[src/rtl/am_codec_core.sv]
// am_codec_core: offset-binary AM modulator (1+k*x)*c with full-wave rectifier and boxcar
// envelope detector. Define DC_BLOCK_EN to add first-order DC removal on the envelope output.
module am_codec_core #(
    parameter int DW_BB    = 12,
    parameter int DW_CAR   = 8,
    parameter int DW_DAC   = 14,
    parameter int AVG_LOG2 = 4,
    parameter int GAIN_W   = 4
) (
    input  logic              CLK,
    input  logic              RST_n,
    input  logic              in_valid,
    input  logic              mode,
    input  logic [DW_BB-1:0]  bb_in,
    input  logic [DW_CAR-1:0] car_in,
    input  logic [DW_CAR-1:0] am_in,
    input  logic [GAIN_W-1:0] gain,
    input  logic              clr_sat,
    output logic [DW_DAC-1:0] mod_out,
    output logic              mod_valid,
    output logic [DW_DAC-1:0] env_out,
    output logic              env_valid,
    output logic              sat
);
    localparam int PW    = DW_BB + DW_CAR;
    localparam int RW    = PW - 1;
    localparam int DEPTH = 1 << AVG_LOG2;
    localparam int SW    = RW + AVG_LOG2;
    localparam int MW    = DW_BB + GAIN_W;
    localparam int AW    = MW + 1;

    localparam logic signed [AW-1:0]  A_MID     = AW'(1 << (DW_BB - 1));
    localparam logic signed [AW-1:0]  A_MAX     = AW'((1 << DW_BB) - 1);
    localparam logic [AVG_LOG2:0]     FILL_FULL = (AVG_LOG2 + 1)'(DEPTH);
    localparam logic [AVG_LOG2:0]     FILL_ONE  = (AVG_LOG2 + 1)'(1);
    localparam logic [AVG_LOG2-1:0]   PTR_ONE   = AVG_LOG2'(1);

    // Stage 1: input capture, offset binary -> two's complement
    logic                     v1, flush1, mode1, mode_last;
    logic signed [DW_BB-1:0]  bb_s1;
    logic signed [DW_CAR-1:0] car_s1, am_s1;
    logic [GAIN_W-1:0]        gain1;

    always_ff @(posedge CLK or negedge RST_n) begin
        if (!RST_n) begin
            v1        <= 1'b0;
            flush1    <= 1'b0;
            mode1     <= 1'b0;
            mode_last <= 1'b0;
            bb_s1     <= '0;
            car_s1    <= '0;
            am_s1     <= '0;
            gain1     <= '0;
        end else begin
            v1     <= in_valid;
            flush1 <= in_valid && (mode != mode_last);
            mode1  <= mode;
            if (in_valid) mode_last <= mode;
            bb_s1  <= {~bb_in[DW_BB-1], bb_in[DW_BB-2:0]};
            car_s1 <= {~car_in[DW_CAR-1], car_in[DW_CAR-2:0]};
            am_s1  <= {~am_in[DW_CAR-1], am_in[DW_CAR-2:0]};
            gain1  <= gain;
        end
    end

    // Stage 2: scaled baseband plus midscale offset, clamped to unsigned range
    logic signed [MW-1:0]     scaled;
    logic signed [AW-1:0]     a_full;
    logic [DW_BB-1:0]         a_clamp;
    logic                     clamp2;

    always_comb begin
        scaled = MW'(bb_s1) * MW'($signed({1'b0, gain1}));
        a_full = AW'(scaled >>> (GAIN_W - 1)) + A_MID;
        if (a_full[AW-1]) begin
            a_clamp = '0;
            clamp2  = 1'b1;
        end else if (a_full > A_MAX) begin
            a_clamp = '1;
            clamp2  = 1'b1;
        end else begin
            a_clamp = a_full[DW_BB-1:0];
            clamp2  = 1'b0;
        end
    end

    logic                     v2, flush2, mode2;
    logic [DW_BB-1:0]         a2;
    logic signed [DW_CAR-1:0] car_s2, am_s2;

    always_ff @(posedge CLK or negedge RST_n) begin
        if (!RST_n) begin
            v2     <= 1'b0;
            flush2 <= 1'b0;
            mode2  <= 1'b0;
            a2     <= '0;
            car_s2 <= '0;
            am_s2  <= '0;
            sat    <= 1'b0;
        end else begin
            v2     <= v1;
            flush2 <= flush1;
            mode2  <= mode1;
            a2     <= a_clamp;
            car_s2 <= car_s1;
            am_s2  <= am_s1;
            if (v1 && clamp2) sat <= 1'b1;
            else if (clr_sat) sat <= 1'b0;
        end
    end

    // Stage 3: product; magnitude bound of a*car_s keeps it inside PW signed bits
    logic signed [PW-1:0]     p_nxt, p3;
    logic                     v3, flush3, mode3;
    logic signed [DW_CAR-1:0] am_s3;

    always_comb begin
        p_nxt = PW'($signed({1'b0, a2})) * PW'(car_s2);
    end

    always_ff @(posedge CLK or negedge RST_n) begin
        if (!RST_n) begin
            p3        <= '0;
            mod_out   <= '0;
            mod_valid <= 1'b0;
            v3        <= 1'b0;
            flush3    <= 1'b0;
            mode3     <= 1'b0;
            am_s3     <= '0;
        end else begin
            p3        <= p_nxt;
            mod_out   <= {~p_nxt[PW-1], p_nxt[PW-2 -: DW_DAC-1]};
            mod_valid <= v2;
            v3        <= v2;
            flush3    <= flush2;
            mode3     <= mode2;
            am_s3     <= am_s2;
        end
    end

    // Stage 4: source select and full-wave rectify
    logic signed [PW-1:0]     src;
    logic [RW-1:0]            r_nxt, r4;
    logic                     v4, flush4;

    always_comb begin
        src = mode3 ? {am_s3, {DW_BB{1'b0}}} : p3;
        if (src[PW-1] && (src[PW-2:0] == '0)) r_nxt = '1;
        else if (src[PW-1])                   r_nxt = RW'(-src);
        else                                  r_nxt = src[RW-1:0];
    end

    always_ff @(posedge CLK or negedge RST_n) begin
        if (!RST_n) begin
            r4     <= '0;
            v4     <= 1'b0;
            flush4 <= 1'b0;
        end else begin
            r4     <= r_nxt;
            v4     <= v3;
            flush4 <= flush3;
        end
    end

    // Stage 5: running boxcar sum; a flush restarts accumulation with the current sample
    logic [RW-1:0]            ring [DEPTH];
    logic [AVG_LOG2-1:0]      ptr, ptr_nxt, wr_idx;
    logic [AVG_LOG2:0]        fill, fill_nxt;
    logic [SW-1:0]            sum, sum_nxt;

    always_comb begin
        sum_nxt  = sum;
        ptr_nxt  = ptr;
        fill_nxt = fill;
        wr_idx   = ptr;
        if (v4) begin
            if (flush4) begin
                wr_idx   = '0;
                sum_nxt  = SW'(r4);
                ptr_nxt  = PTR_ONE;
                fill_nxt = FILL_ONE;
            end else begin
                sum_nxt  = sum + SW'(r4) - ((fill == FILL_FULL) ? SW'(ring[ptr]) : '0);
                ptr_nxt  = ptr + PTR_ONE;
                fill_nxt = (fill == FILL_FULL) ? fill : fill + FILL_ONE;
            end
        end
    end

    always_ff @(posedge CLK) begin
        if (v4) ring[wr_idx] <= r4;
    end

    always_ff @(posedge CLK or negedge RST_n) begin
        if (!RST_n) begin
            sum  <= '0;
            ptr  <= '0;
            fill <= '0;
        end else begin
            sum  <= sum_nxt;
            ptr  <= ptr_nxt;
            fill <= fill_nxt;
        end
    end

    // Envelope is registered from sum_nxt so the average shares the stage-5 edge
    logic [DW_DAC-1:0]        env_top, env_fmt;

    always_comb begin
        env_top = {1'b0, sum_nxt[SW-1 -: DW_DAC-1]};
    end

`ifdef DC_BLOCK_EN
    localparam int FRAC = 10;
    localparam int DCW  = DW_DAC + 1 + FRAC;

    logic signed [DCW-1:0]    dc, dc_nxt, dc_err, env_fx;
    logic signed [DW_DAC+1:0] diff;
    logic [DW_DAC-1:0]        dv;

    always_comb begin
        env_fx = $signed({1'b0, env_top, {FRAC{1'b0}}});
        dc_err = env_fx - dc;
        dc_nxt = v4 ? dc + (dc_err >>> FRAC) : dc;
        diff   = $signed({2'b00, env_top}) - $signed({dc[DCW-1], dc[DCW-1:FRAC]});
        if ((diff[DW_DAC+1:DW_DAC-1] == 3'b000) || (diff[DW_DAC+1:DW_DAC-1] == 3'b111))
            dv = diff[DW_DAC-1:0];
        else if (diff[DW_DAC+1])
            dv = {1'b1, {(DW_DAC-1){1'b0}}};
        else
            dv = {1'b0, {(DW_DAC-1){1'b1}}};
        env_fmt = {~dv[DW_DAC-1], dv[DW_DAC-2:0]};
    end

    always_ff @(posedge CLK or negedge RST_n) begin
        if (!RST_n) dc <= '0;
        else        dc <= dc_nxt;
    end
`else
    always_comb begin
        env_fmt = env_top;
    end
`endif

    always_ff @(posedge CLK or negedge RST_n) begin
        if (!RST_n) begin
            env_out   <= '0;
            env_valid <= 1'b0;
        end else begin
            env_out   <= env_fmt;
            env_valid <= v4 && (fill_nxt == FILL_FULL);
        end
    end

endmodule

[config.mk]
export PLATFORM = sky130hd
export DESIGN_NAME = am_codec_core
export DESIGN_NICKNAME = d
export VERILOG_FILES = /design/src/rtl/am_codec_core.sv
export SDC_FILE = /design/constraint.sdc
export NUM_CORES = 1
export LEC_CHECK = 0
export ABC_AREA = 1
export CORE_UTILIZATION = 56
export CTS_CLUSTER_DIAMETER = 50
export DETAILED_ROUTE_END_ITERATION = 12
export GPL_TIMING_DRIVEN = 0
export HOLD_SLACK_MARGIN = 0.03
export PLACE_DENSITY = 0.82
export SYNTH_ARGS = -nofsm -noshare
export SYNTH_HDL_FRONTEND = slang
export SYNTH_SLANG_ARGS = --single-unit
[constraint.sdc]
create_clock -name CLK -period 5.2 [get_ports CLK]
set_input_delay 0.78 -clock CLK [delete_from_list [all_inputs] [get_ports CLK]]
set_output_delay 0.78 -clock CLK [all_outputs]
set_load 0.1 [all_outputs]
Fig. 1: track usage over the die
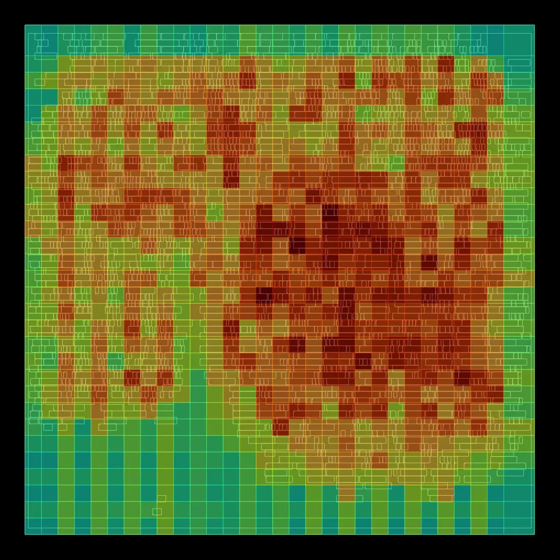
fraction of met3 tracks used by global routing: 6.677%
met2 track demand over resource: 50.38%
GRT met1 Usage: 37.36%

Fig. 2: M1 wires
The bar under the picture is 50 um long. Supply wires on this layer in gray.
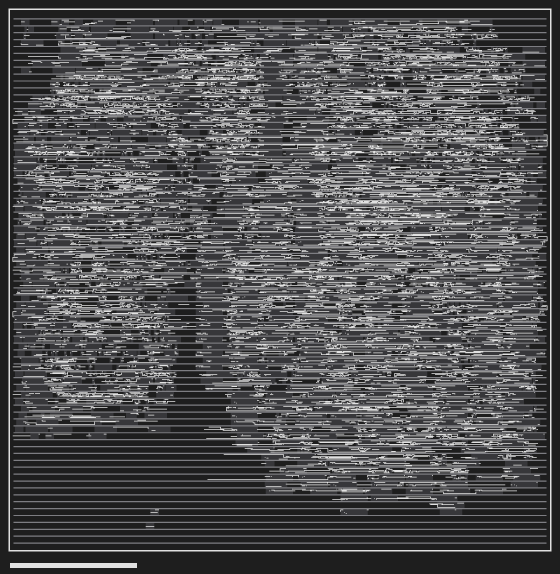
longest straight run: 47.4 um
wire length on this layer: 24.1 mm
Routed Wire Length: 66.55 mm
total vias in the final route: 18970

Fig. 3: cell sizes after repair
The bar under the picture is 50 um long.
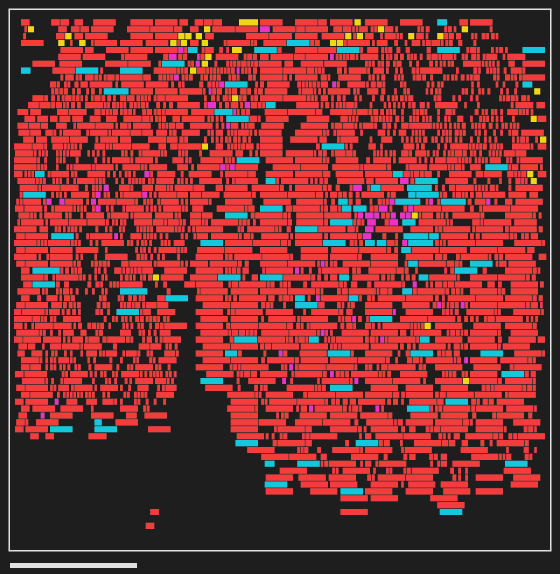
[magenta] drive 2 | cells: 64 | share: 2.3%
[red] drive 1 or less | cells: 2541 | share: 93%
[yellow] drive 3 to 4 | cells: 36 | share: 1.3%
[cyan] drive 6 and up | cells: 88 | share: 3.2%

Fig. 4: layout detail
The bar under the picture is 10 um long. Window x 86 to 126, y 44 to 84 um. Cells in gray, sequential cells in the stronger gray; small squares are vias.
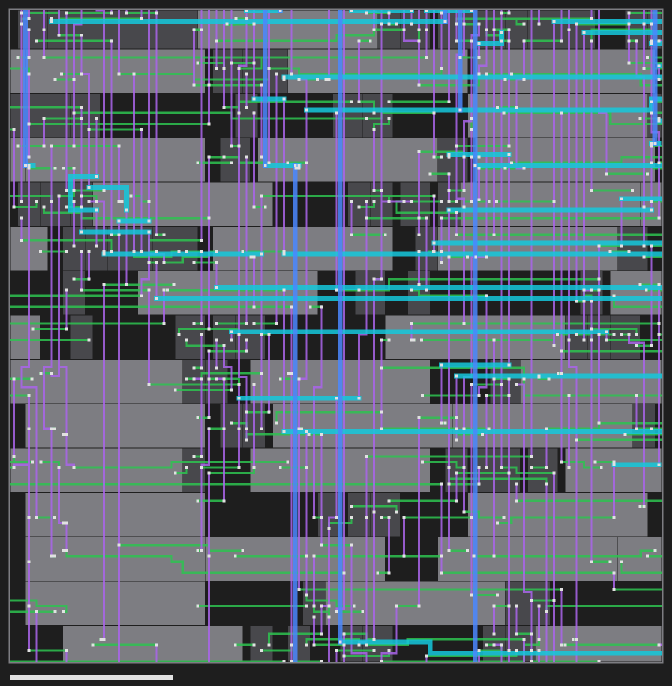
[cyan] met3
[green] met1
[purple] met2
[blue] met4
most frequent: edfxtp_1 (32), nor2_1 (31), o21ai_0 (16)
netlist names of flops here include: ring (32)
sequential cells in the window: 32
cells with their middle in the window: 96

==> run notes <==
Implementation status.

- The flow ran to the end, and the final reports show no timing, DRC or antenna violations.
- In this run the count of I/O pins placed on the die edge is 68.
- The starting density of the core is 57.35%.
- Between clock sinks in the finished design, the worst skew comes to 0.04874 ns.
- Synthesis produced 2551 cells.
- The number of cells on the critical path is 14.
- Global routing used 30.43% of the available tracks across all layers.
- The number of design-rule violations left by the first detailed-router iteration is 2251.
- The die boundary height is 213.0 um.
- The final hold violation count is 0.
- Counting flops with an async set or reset pin after synthesis yields a share of 33.62%.
- The global-route wire length before repair is 103.6 mm.
- Global routing finished with a remaining overflow of 0.
- The area of the core is 43460 um2.
- The terminus of the critical flop-to-flop path is p3[14]$_DFF_PN0_.
- The detailed-route wire length per cell is 20.07 um.
- Per the post-place timing report, worst setup slack is 0.2510 ns.
- The post-synthesis cell count from yosys is 2551.
- OpenSTA lists the critical path startpoint as car_s2[7]$_DFF_PN0_.
- The main area contributors are sky130_fd_sc_hd__edfxtp_1 (37%), sky130_fd_sc_hd__dfrtp_1 (15%), sky130_fd_sc_hd__fa_1 (8.4%).
- Synthesis produced a netlist with a net count of 2795.
- Per the placement report, the placed cell count is 3227.
- The clock transition at the registers of the reported paths is 0.06 ns.
- For this run, the post-layout net count is 2936.
- The area fraction in and, or, nand and nor cells is 14.40%.
- In this run the worst path has a maximum fanout of 10.
- The dominant cell type by area after synthesis is sky130_fd_sc_hd__edfxtp_1.
- The number of flops mapped to enable cells by yosys is 304.
- The final weighted congestion recorded by global placement is 0.9928.
- Counting cells, the worst reg-to-reg path comes to 14.
- The count of hold-fix buffers inserted at cts is 0.
- The maximum frequency from static timing analysis is 0.2089 GHz.
- The final standard cell count with taps included and fillers excluded is 3315.
- The top cell type's share of synthesized area is 36.63%.
- The number of antenna violations at the first check in global routing is 1.
layout make-up:
class | instances | area, um2 | area share [%]
antenna | 1 | 2.502 | 0.008846
sequential | 458 | 12980 | 45.89
multi-input combinational | 1523 | 9699 | 34.29
clock buffer | 66 | 1321 | 4.671
timing repair buffer | 91 | 1049 | 3.707
tap | 585 | 732.0 | 2.587
buffer | 133 | 660.6 | 2.335
inverter | 436 | 1637 | 5.785
clock inverter | 22 | 205.2 | 0.7254
flip-flops by register name, summed over array words and instances, names as in the netlist, 4 cells and up:
signal and count:
gain1 4, sum 10, env_out 13, am_s2 8, a2 12, bb_s1 12
car_s1 8, am_s3 8, r4 19, p3 20, ptr 4, car_s2 8
ring 304, am_s1 8, fill 5
cell usage after synthesis, drive strengths merged, types with 5 or more instances:
master and number:
o221ai 29, xor2 23, xnor2 18, fa 104, o22ai 27, o21ai 190
edfxtp 304, a21o 5, a21oi 70, clkbuf 77, nor3 15, inv 433
nand3 101, nand2 454, dfrtp 154, nand4 21, nor2 272, buf 57
o21bai 11, ha 103, o211ai 55, or2 10
through the flow:
step | cell area [um2] | utilization [%] | hold WS [ns]
after floorplan | 24920 | - | 0.3312
after global placement | 26310 | 60.55 | 0.3319
after detailed placement | 26760 | 61.58 | 0.3347
after CTS | 28290 | 65.10 | 0.2444
after global routing | 28290 | 65.09 | 0.2954
final | 28290 | 65.10 | 0.2410
per-layer routing:
layer	global-route usage [%]	wire [um]
met1	37.36	24130
met5	0	11
met3	6.677	6909
met2	50.38	31720
met4	16.15	3773
